Run 1, cells coloured by class:
Scale bar: 50 µm. Fill, decap, tap and diode cells in grey.
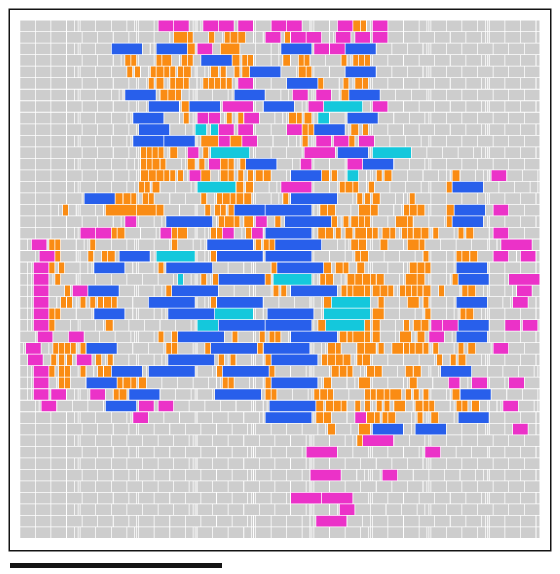
Run 1, congestion heat map:
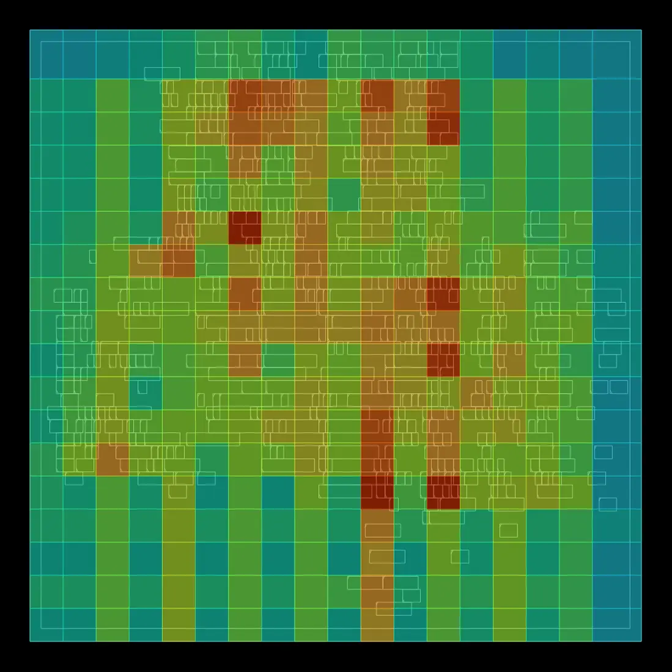
Run 1, register map, names as in the netlist:
Scale bar: 50 µm. Other sequential cells in the stronger grey, the rest of the logic in the fainter grey.
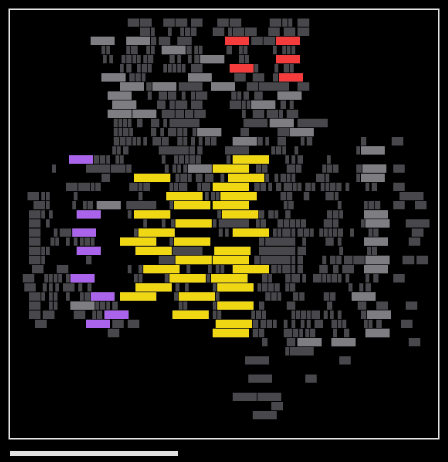
[src/rtl/alu_cmd_issuer_if.sv]
// Command handshake between the decode path and the ALU command issuer.
interface alu_cmd_issuer_if;
    logic       valid;
    logic       ready;
    logic       load;
    logic [2:0] op;
    logic [1:0] ra;
    logic [1:0] rb;
    logic [1:0] rd;
    logic [7:0] imm;

    modport master (
        output valid, load, op, ra, rb, rd, imm,
        input  ready
    );

    modport slave (
        input  valid, load, op, ra, rb, rd, imm,
        output ready
    );
endinterface

[src/rtl/alu_cmd_issuer.sv]
// Issues register-file commands to a combinational 8-bit ALU and captures
// its result and flags after a fixed settle window.
module alu_cmd_issuer #(
    parameter int unsigned SETTLE_CYCLES = 1
) (
    input  logic                clk,
    input  logic                rst,
    alu_cmd_issuer_if.slave     cmd,
    output logic [7:0]          alu_a,
    output logic [7:0]          alu_b,
    output logic [2:0]          alu_op,
    input  logic [7:0]          alu_y,
    input  logic                alu_zro,
    input  logic                alu_neg,
    input  logic                alu_so,
    input  logic                alu_co,
    input  logic                alu_ovr,
    output logic                done,
    output logic [7:0]          res_y,
    output logic [4:0]          flags,
    output logic [7:0]          op_count,
    input  logic [1:0]          dbg_addr,
    output logic [7:0]          dbg_data
);

    // Out-of-range settings are clamped to the legal 1..15 window.
    localparam int unsigned SETTLE =
        (SETTLE_CYCLES < 1)  ? 1  :
        (SETTLE_CYCLES > 15) ? 15 : SETTLE_CYCLES;
    localparam logic [3:0] CNT_INIT = 4'(SETTLE - 1);

    typedef enum logic {
        IDLE,
        DRIVE
    } state_t;

    state_t     state;
    logic [3:0] cnt;
    logic [1:0] rd_q;
    logic [7:0] regs [4];
    logic       accept;

    assign cmd.ready = (state == IDLE) && !rst;
    assign accept    = cmd.valid && cmd.ready;
    assign dbg_data  = regs[dbg_addr];

    always_ff @(posedge clk) begin
        if (rst) begin
            state    <= IDLE;
            cnt      <= '0;
            rd_q     <= '0;
            alu_a    <= '0;
            alu_b    <= '0;
            alu_op   <= '0;
            done     <= 1'b0;
            res_y    <= '0;
            flags    <= '0;
            op_count <= '0;
            for (int i = 0; i < 4; i++) begin
                regs[i] <= '0;
            end
        end else begin
            done <= 1'b0;
            unique case (state)
                IDLE: begin
                    if (accept && cmd.load) begin
                        regs[cmd.rd] <= cmd.imm;
                        res_y        <= cmd.imm;
                        done         <= 1'b1;
                    end else if (accept) begin
                        alu_a  <= regs[cmd.ra];
                        alu_b  <= regs[cmd.rb];
                        alu_op <= cmd.op;
                        rd_q   <= cmd.rd;
                        cnt    <= CNT_INIT;
                        state  <= DRIVE;
                    end
                end
                DRIVE: begin
                    if (cnt != 4'd0) begin
                        cnt <= cnt - 4'd1;
                    end else begin
                        // Operands were latched at accept, so RD may alias RA/RB.
                        regs[rd_q] <= alu_y;
                        res_y      <= alu_y;
                        flags      <= {alu_zro, alu_neg, alu_so,
                                       alu_co, alu_ovr};
                        op_count   <= op_count + 8'd1;
                        done       <= 1'b1;
                        state      <= IDLE;
                    end
                end
                default: state <= IDLE;
            endcase
        end
    end

endmodule

[src/flat_wrapper.sv]
// flat-port wrapper written by rule: the top's interface ports become plain ports
module alu_cmd_issuer_flat 
#(
    parameter int unsigned SETTLE_CYCLES = 1
)
  (clk, rst, alu_a, alu_b, alu_op, alu_y, alu_zro, alu_neg, alu_so, alu_co, alu_ovr, done, res_y, flags, op_count, dbg_addr, dbg_data, cmd_valid, cmd_load, cmd_op, cmd_ra, cmd_rb, cmd_rd, cmd_imm, cmd_ready);
  alu_cmd_issuer_if cmd_i ();
  input  logic clk;
  input  logic rst;
  output logic [7:0] alu_a;
  output logic [7:0] alu_b;
  output logic [2:0] alu_op;
  input  logic [7:0] alu_y;
  input  logic alu_zro;
  input  logic alu_neg;
  input  logic alu_so;
  input  logic alu_co;
  input  logic alu_ovr;
  output logic done;
  output logic [7:0] res_y;
  output logic [4:0] flags;
  output logic [7:0] op_count;
  input  logic [1:0] dbg_addr;
  output logic [7:0] dbg_data;
  input wire logic [$bits(cmd_i.valid)-1:0] cmd_valid;
  input wire logic [$bits(cmd_i.load)-1:0] cmd_load;
  input wire logic [$bits(cmd_i.op)-1:0] cmd_op;
  input wire logic [$bits(cmd_i.ra)-1:0] cmd_ra;
  input wire logic [$bits(cmd_i.rb)-1:0] cmd_rb;
  input wire logic [$bits(cmd_i.rd)-1:0] cmd_rd;
  input wire logic [$bits(cmd_i.imm)-1:0] cmd_imm;
  output wire logic [$bits(cmd_i.ready)-1:0] cmd_ready;
  assign cmd_i.valid = cmd_valid;
  assign cmd_i.load = cmd_load;
  assign cmd_i.op = cmd_op;
  assign cmd_i.ra = cmd_ra;
  assign cmd_i.rb = cmd_rb;
  assign cmd_i.rd = cmd_rd;
  assign cmd_i.imm = cmd_imm;
  assign cmd_ready = cmd_i.ready;
  alu_cmd_issuer #(.SETTLE_CYCLES(SETTLE_CYCLES)) u_core (.clk(clk), .rst(rst), .cmd(cmd_i), .alu_a(alu_a), .alu_b(alu_b), .alu_op(alu_op), .alu_y(alu_y), .alu_zro(alu_zro), .alu_neg(alu_neg), .alu_so(alu_so), .alu_co(alu_co), .alu_ovr(alu_ovr), .done(done), .res_y(res_y), .flags(flags), .op_count(op_count), .dbg_addr(dbg_addr), .dbg_data(dbg_data));
endmodule
[config.mk]
export PLATFORM = sky130hd
export DESIGN_NAME = alu_cmd_issuer_flat
export DESIGN_NICKNAME = d
export VERILOG_FILES = /design/src/rtl/alu_cmd_issuer_if.sv /design/src/rtl/alu_cmd_issuer.sv /design/src/flat_wrapper.sv
export SDC_FILE = /design/constraint.sdc
export NUM_CORES = 1
export LEC_CHECK = 0
export ABC_AREA = 1
export ABC_CLOCK_PERIOD_IN_PS = 2000
export CORE_MARGIN = 2
export CORE_UTILIZATION = 25
export CTS_CLUSTER_DIAMETER = 80
export DETAILED_ROUTE_END_ITERATION = 6
export SYNTH_ARGS = -nofsm -noshare
export SYNTH_HDL_FRONTEND = slang
export SYNTH_SLANG_ARGS = --single-unit
export TNS_END_PERCENT = 20
[constraint.sdc]
create_clock -name clk -period 2 [get_ports clk]
set_input_delay 0.2 -clock clk [delete_from_list [all_inputs] [get_ports clk]]
set_output_delay 0.2 -clock clk [all_outputs]
set_load 0.05 [all_outputs]
==> results.sh, run 1 <==
# yosys + openroad results
export IMPL_status="complete, no violations"
export IMPL_clock_area_share_pct=5.63
export IMPL_total_power_w=0.00422
export IMPL_cts_repair_resized=0
export IMPL_grt_pass1_wl_um=16500
export IMPL_regToRegEndpoint="u_core.regs[0][0]"
export IMPL_dp_slack_ns=-0.0339
export IMPL_crit_path_top_delay_cell="sky130_fd_sc_hd__clkdlybuf4s50_1"
export IMPL_area_occupied_by_multi_input_gates_mm2=0.00162
export IMPL_critPathCapture="dbg_data[6]"
export IMPL_post_route_util_pct=35.5
export IMPL_inverters=42
export IMPL_path_cells="clkdlybuf4s50_1 > inv_1 > buf_12 > o21ai_0 > a21oi_1 > a21oi_1 > buf_12"
export IMPL_fp_util_pct=25.4
export IMPL_root_buffer="sky130_fd_sc_hd__clkbuf_16"
export IMPL_critical_path_top_delay_family="buffers and inverters"
export IMPL_num_antenna_cells=0
export IMPL_post_layout_nonfiller_instances=785
export IMPL_fin_crit_sh_pct=92.4
export IMPL_syn_inst_count=505
export IMPL_warnings=26
export IMPL_critical_r2r_launch="u_core.cnt[0]"
export IMPL_die_h_um=128
export IMPL_post_synth_top_count_cell="sky130_fd_sc_hd__nand2_1"
export IMPL_top_area_share_pct=25.2
export IMPL_drc=0
export IMPL_yosysTopAreaCell="sky130_fd_sc_hd__dfxtp_1"
export IMPL_layout_area_overhead_vs_synth_pct=39.8
export IMPL_fp_nets=543
export IMPL_ant_nets=0
export IMPL_detailedRoute_firstPassIterationCount=4
export IMPL_yosysWarningCount=0
export IMPL_ys_cells=505
export IMPL_crit_fanout=24
export IMPL_timing_hold_worst_class="primary input to flip-flop"
export IMPL_synth_seq_cells=80
export IMPL_slew_headroom_pct=60.4
export IMPL_cp_depth=7
export IMPL_drt_total_wl_um=10200
export IMPL_rows=45
export IMPL_hold_ws_ns=0.425
export IMPL_worstMarginPinSlew_ns=0.592
export IMPL_placeableCoreArea_mm2=0.0150
export IMPL_design_portCount=86
export IMPL_place_detailed_hpwl_um=7730
export IMPL_total_of_hold_buffers_inserted_after_clock_tree_synthesis=0
export IMPL_clk_pin_slew_worst_paths_ns=0.06
export IMPL_unrepaired_setup_endpoints_after_global_routing="no"
export IMPL_setup_viol=0
export IMPL_final_layout_setup_total_negative_slack_ns=0
export IMPL_postCtsSetupBuffers=0
export IMPL_p_per_area_mw_per_mm2=791
export IMPL_critPathLaunch="dbg_addr[0]"
export IMPL_post_route_cells_drive_above_1_share_pct=7.87
export IMPL_vias_per_cell=4.55
export IMPL_number_of_violations_of_the_max_capacitance_limit=0
export IMPL_finalMaxSlewViolations=0
export IMPL_dpl_cell_count=769
export IMPL_numCtsBuffers=9
export IMPL_timing_setup_critical_path_class="primary input to primary output"
export IMPL_clock_tree_from_tritoncts="built"
export IMPL_synth_seq_share_pct=50.4
export IMPL_topCellsByArea="sky130_fd_sc_hd__dfxtp_1, sky130_fd_sc_hd__edfxtp_1, sky130_fd_sc_hd__nand2_1, sky130_fd_sc_hd__a21oi_1, sky130_fd_sc_hd__nor2_1"
export IMPL_synthesis_area_mm2=0.00381
export IMPL_ys_async_sr_fraction_pct=0
export IMPL_drt_iter0_markers=210
export IMPL_comb_area_share_pct=30.4
export IMPL_nNonClkBuffers=102
export IMPL_design_die_area_mm2=0.0163
export IMPL_grt_antenna_before_repair=0
export IMPL_grt_max_degree=38
export IMPL_worst_clock_skew_ns=0.00620
export IMPL_timing_critical_path_arrival_ns=1.65
export IMPL_vias=3570
export IMPL_hold_path_startpoint="cmd_op[2]"
export IMPL_synth_distinct_cells=23
export IMPL_globalRoute_totalOverflow=0
export IMPL_fin_nets=630
export IMPL_number_of_synthesized_flops_with_an_enable_pin=32
export IMPL_worst_setup_path_end_kind="primary output"
export IMPL_worstSetupStartpointType="primary input"
export IMPL_grt_pass1_vias=3308
export IMPL_seq_area_mm2=0.00192
export IMPL_cts_buffer_depth=2
export IMPL_global_route_usage_total_pct=12.7
export IMPL_placement_io_buffers=85
export IMPL_timing_critical_path_required_ns=1.80
export IMPL_synth_yosys_chip_area_mm2=0.00381
export IMPL_post_synth_cell_area_avg_um2=7.55
About 'cells coloured by class':
Key: blue = sequential cells [cells 80, share of their area 38%]; orange = combinational and other logic [cells 399, share of their area 35%]; cyan = clock drivers and dummy loads [cells 16, share of their area 5.9%]; magenta = remaining buffers and delay cells [cells 102, share of their area 21%]

About 'congestion heat map':
met3 Resource Use GR: 2.60%
Avg WL per Cell: 13.0 µm

About 'register map, names as in the netlist':
Key: red = `u_core.flags` [placed flops 5]; yellow = `u_core.regs` [placed flops 32, where centre]; purple = `u_core.res_y` [placed flops 8, where west]

-- run 1: layout by cell type (no fill, tap or decap), types with 16 or more instances in the layout --
cell type | Yosys | routed
sky130_fd_sc_hd__edfxtp_1 | 32 | 32
sky130_fd_sc_hd__o21ai_0 | 47 | 46
sky130_fd_sc_hd__nand3_1 | 18 | 18
sky130_fd_sc_hd__a21oi_1 | 61 | 61
sky130_fd_sc_hd__inv_1 | 39 | 39
sky130_fd_sc_hd__nor2_1 | 74 | 74
sky130_fd_sc_hd__dfxtp_1 | 48 | 48
sky130_fd_sc_hd__o211ai_1 | 16 | 16
sky130_fd_sc_hd__clkdlybuf4s50_1 | 0 | 76
sky130_fd_sc_hd__nand2_1 | 129 | 128
-- run 1: registers in the layout, summed over array words and instances (netlist names) --
register and cells:
u_core.cnt 4, u_core.alu_op 3, u_core.regs 32, u_core.state 1, u_core.done 1, u_core.alu_a 8
u_core.alu_b 8, u_core.op_count 8, u_core.res_y 8, u_core.flags 5, u_core.rd_q 2
-- run 1: layer usage --
metal	up-vias	part of all wire, %	global-route usage (%)
met3	11	5.4	2.60
met1	1635	46	16.7
li1	1831	-	-
met2	93	47	20.5
met4	0	1.6	4.59
met5	-	0	0
-- run 1: kinds of logic after synthesis --
group / after synthesis / synth area share [%]
flops: 80 / 50.4
simple gates: 229 / 24.1
compound gates: 125 / 17.5
xor+xnor: 1 / 0.230
buf+inv: 68 / 7.12
fa+ha+maj: 2 / 0.656
-- run 1: where the power goes --
part / internal (W) / switching (W) / total (W)
combinational: 0.000294 / 0.000454 / 0.000749
sequential: 0.00178 / 0.0000499 / 0.00183
clock: 0.000999 / 0.000643 / 0.00164
total: 0.00307 / 0.00115 / 0.00422
==> run 2: changes to the inputs <==
CORE_UTILIZATION = 45   (was 25)
PLACE_DENSITY = 0.73   (was unset)
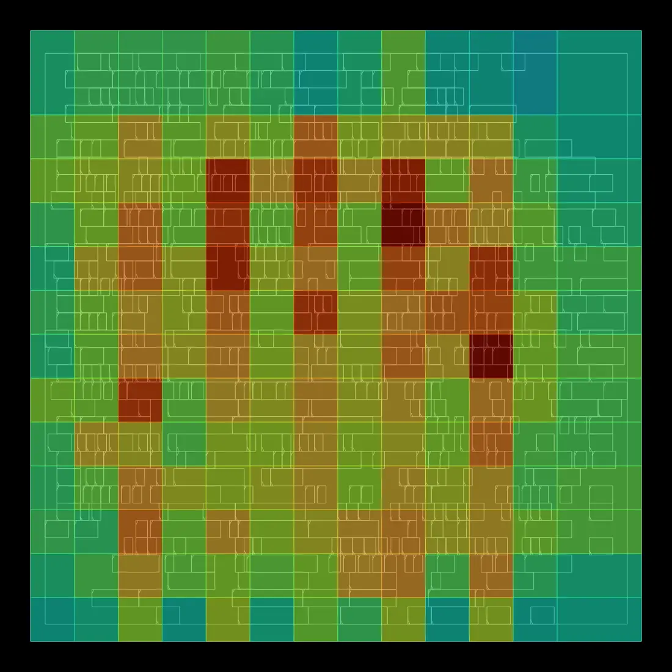
Run 2: congestion heat map
GRT met2 Usage: 35.0%
highest-utilization routing layer at the global route stage: met2
post-layout utilization of the core: 62.4%
Global Route Usage Sum: 21.5%

==> run 2 against run 1 <==
Against the previous run: combinational power about the same; largest power group unchanged; first-iteration DRC count down 17%; synthesized cell count unchanged; non-clock buffer count did not move; critical endpoint is now op_count[2]; worst setup slack better by 0.013 ns; synthesized area did not move.
==> results.sh, run 2 <==
# yosys + openroad results
export IMPL_timing_critical_path_arrival_ns=1.63
export IMPL_number_of_synthesized_flops_with_an_enable_pin=32
export IMPL_critical_r2r_launch="u_core.cnt[0]"
export IMPL_switching_share_pct=29.8
export IMPL_worstSetupStartpointType="flip-flop"
export IMPL_cts_buffer_depth=2
export IMPL_total_power_w=0.00371
export IMPL_drt_total_wl_um=9400
export IMPL_wl_per_cell_um=13.4
export IMPL_globalRoute_totalOverflow=0
export IMPL_wirelength_met1_um=4310
export IMPL_clk_pin_slew_worst_paths_ns=0.09
export IMPL_yosysWarningCount=0
export IMPL_numCtsBuffers=9
export IMPL_post_synth_cell_area_avg_um2=7.55
export IMPL_fin_nets=630
export IMPL_finalMaxSlewViolations=0
export IMPL_cp_depth=1
export IMPL_dp_slack_ns=-0.0712
export IMPL_p_per_area_mw_per_mm2=724
export IMPL_vias=3542
export IMPL_cts_repair_resized=0
export IMPL_crit_fanout=6
export IMPL_synth_yosys_chip_area_mm2=0.00381
export IMPL_root_buffer="sky130_fd_sc_hd__clkbuf_8"
export IMPL_seq_power_w=0.00183
export IMPL_grt_max_degree=38
export IMPL_place_detailed_hpwl_um=6920
export IMPL_pwr_share_clk_pct=30.6
export IMPL_regToRegEndpoint="u_core.regs[1][3]"
export IMPL_worst_setup_path_end_kind="primary output"
export IMPL_layout_area_overhead_vs_synth_pct=34.4
export IMPL_powerComb_w=0.000746
export IMPL_setup_viol=0
export IMPL_ant_nets=0
export IMPL_synth_seq_share_pct=50.4
export IMPL_clock_area_share_pct=3.74
export IMPL_power_clock_w=0.00113
export IMPL_synthesis_area_mm2=0.00381
export IMPL_grt_use_met1_pct=27.9
export IMPL_p_comb_share_pct=20.1
export IMPL_wl_met2_um=4460
export IMPL_detailedRoute_firstPassIterationCount=4
export IMPL_unrepaired_setup_endpoints_after_global_routing="no"
export IMPL_timing_hold_worst_class="primary input to flip-flop"
export IMPL_worst_clock_skew_ns=0.0148
export IMPL_maxUsedRoutingLayer="met4"
export IMPL_synth_distinct_cells=23
export IMPL_postCtsSetupBuffers=0
export IMPL_use_met3_pct=5.48
export IMPL_critPathCapture="op_count[2]"
export IMPL_placement_io_buffers=85
export IMPL_power_switching_w=0.00110
export IMPL_number_of_violations_of_the_max_capacitance_limit=0
export IMPL_fp_nets=543
export IMPL_area_occupied_by_multi_input_gates_mm2=0.00163
export IMPL_placeableCoreArea_mm2=0.00822
export IMPL_crit_path_top_delay_cell="sky130_fd_sc_hd__clkdlybuf4s50_1"
export IMPL_largest_register_ff_count=32
export IMPL_status="complete, no violations"
export IMPL_critical_path_top_delay_family="buffers and inverters"
export IMPL_mostFrequentLayoutCells="sky130_fd_sc_hd__nand2_1, sky130_fd_sc_hd__clkdlybuf4s50_1, sky130_fd_sc_hd__nor2_1"
export IMPL_post_route_cells_drive_above_1_share_pct=8.21
export IMPL_die_h_um=96.1
export IMPL_ys_cells=505
export IMPL_drt_iter0_markers=175
export IMPL_ys_async_sr_fraction_pct=0
export IMPL_timing_critical_path_required_ns=1.80
export IMPL_inverters=42
export IMPL_power_largest_group="sequential cells"
export IMPL_fp_util_pct=46.4
export IMPL_clock_tree_from_tritoncts="built"
export IMPL_topCellsByArea="sky130_fd_sc_hd__dfxtp_1, sky130_fd_sc_hd__edfxtp_1, sky130_fd_sc_hd__nand2_1, sky130_fd_sc_hd__a21oi_1, sky130_fd_sc_hd__nor2_1"
export IMPL_met3_wirelength_um=511
export IMPL_timing_setup_critical_path_class="flip-flop to primary output"
export IMPL_fin_crit_sh_pct=91.7
export IMPL_vias_per_cell=5.05
export IMPL_drc=0
export IMPL_grt_antenna_before_repair=0
export IMPL_comb_area_share_pct=31.8
export IMPL_grt_pass1_wl_um=15400
-- run 2: cell count changes in the layout (fill, tap and decap cells not counted), sizes merged --
cell,before,now
clkinv,3,5
clkinvlp,3,1
bufinv,1,0
inv,40,41
-- run 2: how the worst min path moves through the flow --
| stage | slack (ns) | cells past startpoint | endpoint | startpoint |
|---|---|---|---|---|
| 3_3_place_gp | 0.44 | 1 | u_core.cnt[0] | u_core.cnt[0] |
| 2_1_floorplan | 0.34 | 2 | u_core.alu_op[2] | cmd_op[2] |
| 3_5_place_dp | 0.46 | 2 | u_core.flags[3] | u_core.flags[3] |
| 4_1_cts | 0.38 | 3 | u_core.alu_op[2] | cmd_op[2] |
| 5_1_grt | 0.40 | 3 | u_core.flags[1] | alu_co |
| 6_report | 0.40 | 3 | u_core.alu_op[2] | cmd_op[2] |
-- run 2: worst register-to-register path, delay by kind of cell (launching register included) --
| kind | cells | cell delay, ns |
|---|---|---|
| AND-OR/OR-AND | 1 | 0.28 |
| adder cells (fa/ha/maj) | 1 | 0.27 |
| buffers and inverters | 1 | 0.08 |
| flip-flops | 1 | 0.34 |
| AND/OR/NAND/NOR | 3 | 0.51 |
-- run 2: cell families after synthesis --
| kind of cell | count (synthesis) | synth area share (%) |
|---|---|---|
| compound gates | 125 | 17.5 |
| xor+xnor | 1 | 0.230 |
| fa+ha+maj | 2 | 0.656 |
| buf+inv | 68 | 7.12 |
| flops | 80 | 50.4 |
| simple gates | 229 | 24.1 |
-- run 2: metrics by stage --
step                util [%]  hold slack (ns)  TNS [ns]  instances
floorplan                  -            0.343         0        505
global placement        59.9            0.442         0        686
detailed placement      59.9            0.457    -0.981        686
CTS                     62.3            0.380         0        702
global route            62.4            0.397         0        702
finish                  62.4            0.396         0        702
No activity file was given, so power comes from the tool's default toggle rates.
